congestion.png
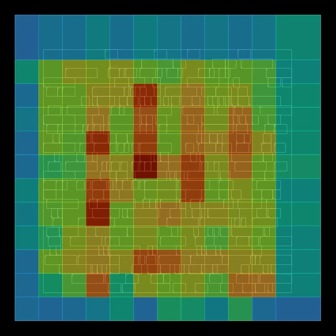
wires.png
The bar under the picture is 20 um long. Only two layers are drawn.
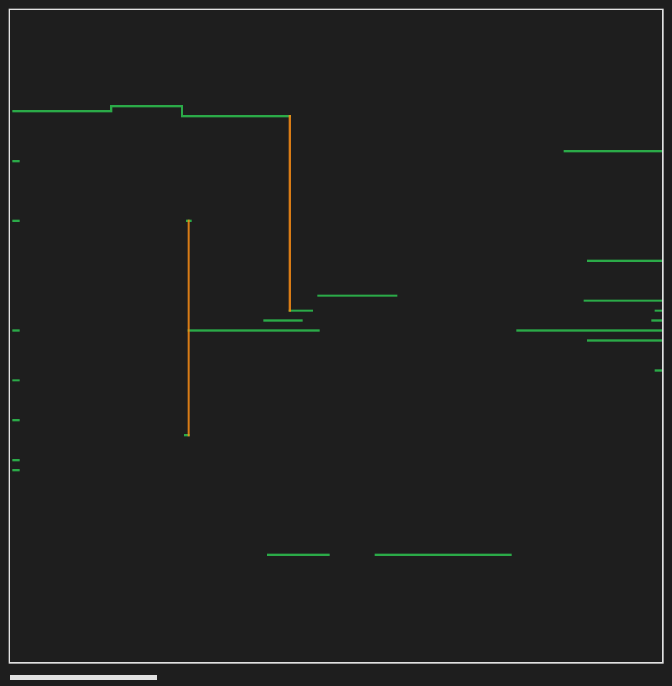
detail.png
The bar under the picture is 5 um long. Region (57, 57) to (77, 77) um. Cells in grey, sequential cells in the stronger grey; small squares are vias.
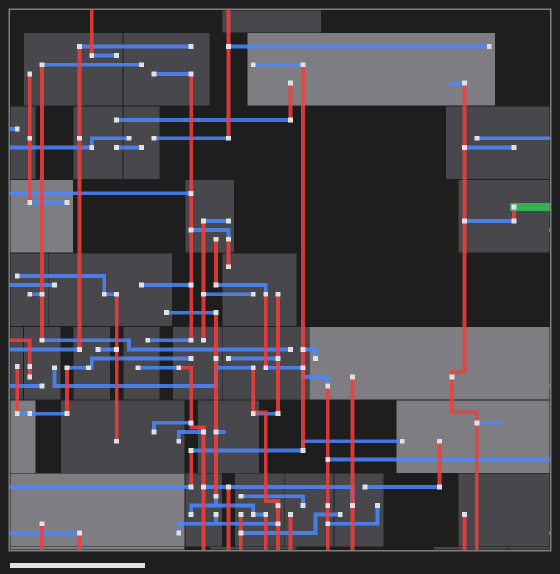
===== config.mk =====
export PLATFORM = sky130hd
export DESIGN_NAME = bin2bcd_seq
export DESIGN_NICKNAME = d
export VERILOG_FILES = /design/src/rtl/bin2bcd_pkg.sv /design/src/rtl/bcd_add3.sv /design/src/rtl/bin2bcd_seq.sv
export SDC_FILE = /design/constraint.sdc
export NUM_CORES = 1
export LEC_CHECK = 0
export CAP_MARGIN = 20
export CORE_MARGIN = 8
export CORE_UTILIZATION = 49
export CTS_CLUSTER_SIZE = 14
export DETAILED_ROUTE_END_ITERATION = 16
export HOLD_SLACK_MARGIN = 0.12
export MAX_ROUTING_LAYER = met4
export PLACE_DENSITY_LB_ADDON = 0.12
export SYNTH_ARGS = -nofsm -noshare
export SYNTH_HDL_FRONTEND = slang
export SYNTH_SLANG_ARGS = --single-unit

===== constraint.sdc =====
create_clock -name clk -period 1.8 [get_ports clk]
set_input_delay 0.54 -clock clk [delete_from_list [all_inputs] [get_ports clk]]
set_output_delay 0.54 -clock clk [all_outputs]
set_load 0.005 [all_outputs]

===== src/rtl/bin2bcd_pkg.sv =====
// Shared types and constants for the sequential binary-to-BCD converter.
package bin2bcd_pkg;

    typedef enum logic [1:0] {
        IDLE  = 2'd0,
        SHIFT = 2'd1,
        DONE  = 2'd2
    } state_e;

    localparam int BCD_W          = 4;
    localparam int SCRATCH_DIGITS = 5;
    localparam int SCRATCH_W      = BCD_W * SCRATCH_DIGITS;
    localparam int unsigned MAX_DISP = 9999;

    function automatic int clog2(input int value);
        int r;
        r = 0;
        while ((1 << r) < value) begin
            r++;
        end
        return r;
    endfunction

endpackage


===== src/rtl/bcd_add3.sv =====
// Double-dabble correction cell: a BCD digit of 5 or more gets +3 before the shift.
module bcd_add3 (
    input  logic [3:0] d_i,
    output logic [3:0] d_o
);

    assign d_o = (d_i >= 4'd5) ? d_i + 4'd3 : d_i;

endmodule


===== src/rtl/bin2bcd_seq.sv =====
// Sequential shift-add-3 binary to 4-digit BCD converter, one input bit per clock.
// Define BIN2BCD_SATURATE_EN to show 9999 instead of bin mod 10000 on overflow.
module bin2bcd_seq
    import bin2bcd_pkg::*;
#(
    parameter int BIN_W  = 14,
    parameter int DIGITS = 4
) (
    input  logic             clk,
    input  logic             rst,
    input  logic             start,
    input  logic [BIN_W-1:0] bin,
    output logic             busy,
    output logic             done,
    output logic [3:0]       bcd0,
    output logic [3:0]       bcd1,
    output logic [3:0]       bcd2,
    output logic [3:0]       bcd3,
    output logic             ovf
);

    localparam int CNT_W  = clog2(BIN_W + 1);
    localparam int DISP_W = BCD_W * DIGITS;

    if (DIGITS != 4) begin : g_bad_digits
        $error("bin2bcd_seq: DIGITS must be 4");
    end
    if (BIN_W < 10 || BIN_W > 16) begin : g_bad_width
        $error("bin2bcd_seq: BIN_W must be within 10..16");
    end

    state_e                 state_q, state_d;
    logic [BIN_W-1:0]       shreg_q, shreg_d;
    logic [SCRATCH_W-1:0]   scratch_q, scratch_d;
    logic [SCRATCH_W-1:0]   scratch_adj;
    logic [SCRATCH_W-1:0]   scratch_shifted;
    logic [CNT_W-1:0]       cnt_q, cnt_d;
    logic                   ovf_pend_q, ovf_pend_d;
    logic [DISP_W-1:0]      disp_q, disp_d;
    logic                   ovf_q, ovf_d;
    logic                   unused_scratch_msb;

    genvar gi;
    generate
        for (gi = 0; gi < SCRATCH_DIGITS; gi++) begin : g_add3
            bcd_add3 u_add3 (
                .d_i(scratch_q[gi*BCD_W +: BCD_W]),
                .d_o(scratch_adj[gi*BCD_W +: BCD_W])
            );
        end
    endgenerate

    // The ten-thousands digit never exceeds 6, so its top bit is shifted out as zero.
    assign scratch_shifted    = {scratch_adj[SCRATCH_W-2:0], shreg_q[BIN_W-1]};
    assign unused_scratch_msb = scratch_adj[SCRATCH_W-1];

    always_comb begin
        state_d    = state_q;
        shreg_d    = shreg_q;
        scratch_d  = scratch_q;
        cnt_d      = cnt_q;
        ovf_pend_d = ovf_pend_q;
        disp_d     = disp_q;
        ovf_d      = ovf_q;
        case (state_q)
            IDLE: begin
                if (start) begin
                    shreg_d    = bin;
                    scratch_d  = '0;
                    cnt_d      = CNT_W'(BIN_W);
                    ovf_pend_d = 32'(bin) > MAX_DISP;
                    state_d    = SHIFT;
                end
            end
            SHIFT: begin
                scratch_d = scratch_shifted;
                shreg_d   = shreg_q << 1;
                cnt_d     = cnt_q - CNT_W'(1);
                if (cnt_q == CNT_W'(1)) begin
                    // Results are registered on entry to DONE so they are valid with the done pulse.
                    state_d = DONE;
                    ovf_d   = ovf_pend_q;
`ifdef BIN2BCD_SATURATE_EN
                    disp_d  = ovf_pend_q ? {DIGITS{4'h9}} : scratch_shifted[DISP_W-1:0];
`else
                    disp_d  = scratch_shifted[DISP_W-1:0];
`endif
                end
            end
            DONE: begin
                state_d = IDLE;
            end
            default: begin
                state_d = IDLE;
            end
        endcase
    end

    always_ff @(posedge clk or posedge rst) begin
        if (rst) begin
            state_q    <= IDLE;
            shreg_q    <= '0;
            scratch_q  <= '0;
            cnt_q      <= '0;
            ovf_pend_q <= 1'b0;
            disp_q     <= '0;
            ovf_q      <= 1'b0;
        end else begin
            state_q    <= state_d;
            shreg_q    <= shreg_d;
            scratch_q  <= scratch_d;
            cnt_q      <= cnt_d;
            ovf_pend_q <= ovf_pend_d;
            disp_q     <= disp_d;
            ovf_q      <= ovf_d;
        end
    end

    assign busy = (state_q != IDLE);
    assign done = (state_q == DONE);
    assign bcd0 = disp_q[0*BCD_W +: BCD_W];
    assign bcd1 = disp_q[1*BCD_W +: BCD_W];
    assign bcd2 = disp_q[2*BCD_W +: BCD_W];
    assign bcd3 = disp_q[3*BCD_W +: BCD_W];
    assign ovf  = ovf_q;

endmodule

==> impl_results.rst <==
Metrics
=======

.. list-table::
   :header-rows: 1

   * - Metric
     - Value
   * - Worst hold slack
     - 0.4859 ns
   * - Seq. pwr
     - 0.00215 W
   * - FF-to-FF setup slack
     - 0.11 ns
   * - Worst path top cell family by delay
     - buffers and inverters
   * - Number of logic stages on the critical path including buffering
     - 1
   * - M1 wire length
     - 2688 um
   * - Router iterations before antenna repair
     - 4
   * - Hold violation total from the final report
     - 0
   * - N_diodes
     - 0
   * - Clock buf/inv share
     - 3.380%
   * - Fmax
     - 569.5 MHz
   * - Initial drt markers
     - 147
   * - Yosys synthesis chip area
     - 2608 um^2
   * - Summed instance area of the synthesized netlist
     - 2608 um^2
   * - Pin count of the biggest net entering global routing
     - 55
   * - TritonCTS clock tree
     - yes
   * - Largest buffer count on any clock path
     - 2
   * - # clk buffers
     - 5
   * - Slew @ Worst Pin
     - 0.3237 ns
   * - Cts hold-fix bufs
     - 0
   * - Core Density at Floorplan
     - 51.05%
   * - Detail Route met2 WL
     - 2417 um
   * - Antenna violations before repair
     - 0
   * - First-pass GRT wire length
     - 8921 um
   * - Number of I/O pins
     - 36
   * - RSZ-0062 raised after global routing
     - false
   * - Tap cell instance count
     - 70
   * - Met3 Wirelength
     - 173 um
   * - Cell at the slowest stage of the critical path
     - sky130_fd_sc_hd__clkdlybuf4s50_1
   * - Switching power share of the total
     - 37.18%
   * - Fraction of power consumed by combinational cells
     - 46.0%
   * - Power per cell area
     - 1698 nW/um^2
   * - Worst-case vdd ir drop
     - 0.9515 mV
   * - Combinational Area
     - 1114 um^2
   * - Main flop type
     - sky130_fd_sc_hd__dfrtp_1
   * - Remaining routing DRC violations
     - 0
   * - Endpoint of the lowest-slack register-to-register path
     - scratch_q[10]
   * - Largest Pwr Group
     - combinational logic
   * - Syn. warnings
     - 0
   * - Core Area
     - 5107 um^2
   * - Yosys Instances
     - 257
   * - Post-layout instance area
     - 3221 um^2
   * - Max-area cell class
     - flip-flops and latches
   * - Internal Pwr Total
     - 0.003436 W
   * - Clock transition time at the flip-flop clock pins of the worst setup and hold paths
     - 0.10 ns
   * - First element of the critical path
     - disp_q[3]
   * - H-tree depth reported by CTS
     - 2
   * - Worst slew slack as a fraction of its limit
     - 78.42%
   * - Element type at the critical path start
     - flip-flop
   * - Static leakage
     - 1.442 nW
   * - Clk pwr share
     - 14.7%
   * - Relative area change from synthesis to final layout
     - 23.51%
   * - Count of cell types in the netlist
     - 34
   * - Kind of end point of the critical path
     - output pin
   * - Outcome
     - completed
   * - Average footprint of a synthesized cell
     - 10.15 um^2
   * - Worst R2R Path Depth
     - 6
   * - Worst setup path category
     - reg2out
   * - Largest registers ranked by flip-flop count
     - disp_q x16, scratch_q x16, shreg_q x14
   * - Buffering overhead
     - 15.73%
   * - Overall power after layout
     - 0.005469 W
   * - Power in the clock group
     - 0.000806 W
   * - Layout cells sized above 1
     - 15.84%
   * - Count of library flops with an enable pin
     - 0
   * - FILL cells
     - 437
   * - Count of max-cap constraint violations
     - 0
   * - Total Wirelength
     - 5334 um
   * - Part of the total power dissipated in sequential elements
     - 39.3%
   * - Worst Setup EP
     - bcd0[3]
   * - Most frequently placed logic cells in the final layout
     - sky130_fd_sc_hd__nand2_1, sky130_fd_sc_hd__dfrtp_1, sky130_fd_sc_hd__clkdlybuf4s50_1
   * - Cell total after placement
     - 363
   * - Class of the tightest hold or removal check
     - reg2reg
   * - Met1 track utilization from global routing
     - 20.18%
   * - Crit share post-route
     - 97.55%
   * - Setup TNS after final layout
     - 0 ns
   * - Crit path largest cell delay
     - 0.52 ns
   * - Via density per instance
     - 5.206
   * - Fraction of synthesized cell area in xor and xnor cells
     - 1.344%
   * - Crit path buffers/inverters
     - 1
   * - Fraction of area in registers
     - 41.96%
   * - Post-Place Worst Slack
     - -0.1213 ns
   * - Vertical die dimension
     - 88.95 um
   * - Bufs w/o clock
     - 51
   * - Top Metal Used
     - met4
   * - Placer's final routability congestion estimate
     - 0.8253
   * - Worst Min Path Start
     - shreg_q[2]
   * - Number of nets at floorplan
     - 284
   * - Total die size
     - 7912 um^2
   * - Non-clk invs
     - 13
   * - Power Combinational
     - 0.00252 W
   * - Vias in the first global route
     - 1891
   * - Synthesized instance count
     - 257
   * - Count of buffers inserted at the top-level ports
     - 35
   * - FFs w/ async S/R, synth
     - 100.0%
   * - Number of setup violations in the final report
     - 0
   * - Most frequently used cell type in the post-synthesis netlist
     - sky130_fd_sc_hd__nand2_1
   * - Most frequent logic cell in the layout
     - sky130_fd_sc_hd__nand2_1
   * - Count of cells along the worst hold path
     - 2
   * - Number of OpenROAD warnings
     - 31
   * - Inserted Clock Buffers
     - 5
   * - Number of sequential cells
     - 54
   * - WHS Endpoint
     - shreg_q[2]
   * - Post-DRT Antenna Nets
     - 0
   * - Met2 Track Usage GR
     - 21.90%
   * - Data required time of the worst path
     - 1.26 ns
   * - List of cells traversed by the critical path
     - clkdlybuf4s50_1
   * - Met3 Use GR
     - 2.665%
   * - Final worst setup slack
     - 0.04403 ns
   * - Gates resized, CTS repair
     - 3
   * - Fraction of the mapped netlist area in simple logic gates
     - 16.31%
   * - Master cell of the clock root buffer
     - sky130_fd_sc_hd__clkbuf_8
   * - Number of nets in the layout
     - 329
   * - Logic share of the area
     - 34.58%
   * - Site Rows
     - 26
   * - Adder-cell share of the synthesized area
     - 4.798%
   * - Net switching power
     - 0.002033 W
   * - Top non-seq family
     - AND-OR/OR-AND gates
   * - Overflow left after global routing
     - 0
   * - Arr. time, crit path
     - 1.22 ns
   * - Top post-synthesis cells by area
     - sky130_fd_sc_hd__dfrtp_1, sky130_fd_sc_hd__nand2_1, sky130_fd_sc_hd__ha_1, sky130_fd_sc_hd__a22oi_1, sky130_fd_sc_hd__o21ai_0
   * - Post-Synth AOI/OAI Area
     - 17.66%
   * - Critical path fanouts, max
     - 2
   * - Non-filler instance count after layout
     - 373
   * - Cell type with the highest aggregate area in the netlist
     - sky130_fd_sc_hd__dfrtp_1
   * - Launch instance of the worst register-to-register path
     - scratch_q[8]
   * - Registers, synthesis
     - 54
About congestion.png:
Post-Route Utilization: 63.06%
routed wirelength normalized by instance count: 14.30 um
GRT Max-Usage Layer: met2

About wires.png:
| colour | layer | wire length |
|---|---|---|
| green | metal 3 | 173 um |
| orange | metal 4 | 55.8 um |
via count: 1942
GRT Util Overall: 14.88%

About detail.png:
| colour | layer |
|---|---|
| green | metal 3 |
| blue | metal 1 |
| red | metal 2 |
sequential cells in the window: 4
most frequent: nand2_1 (4), dfrtp_1 (4), o21ai_0 (3)
netlist names of flops here include: disp_q (2), scratch_q (2)
cells with their middle in the window: 26

Power figures rest on the tool's default switching activity, not on a simulated workload.
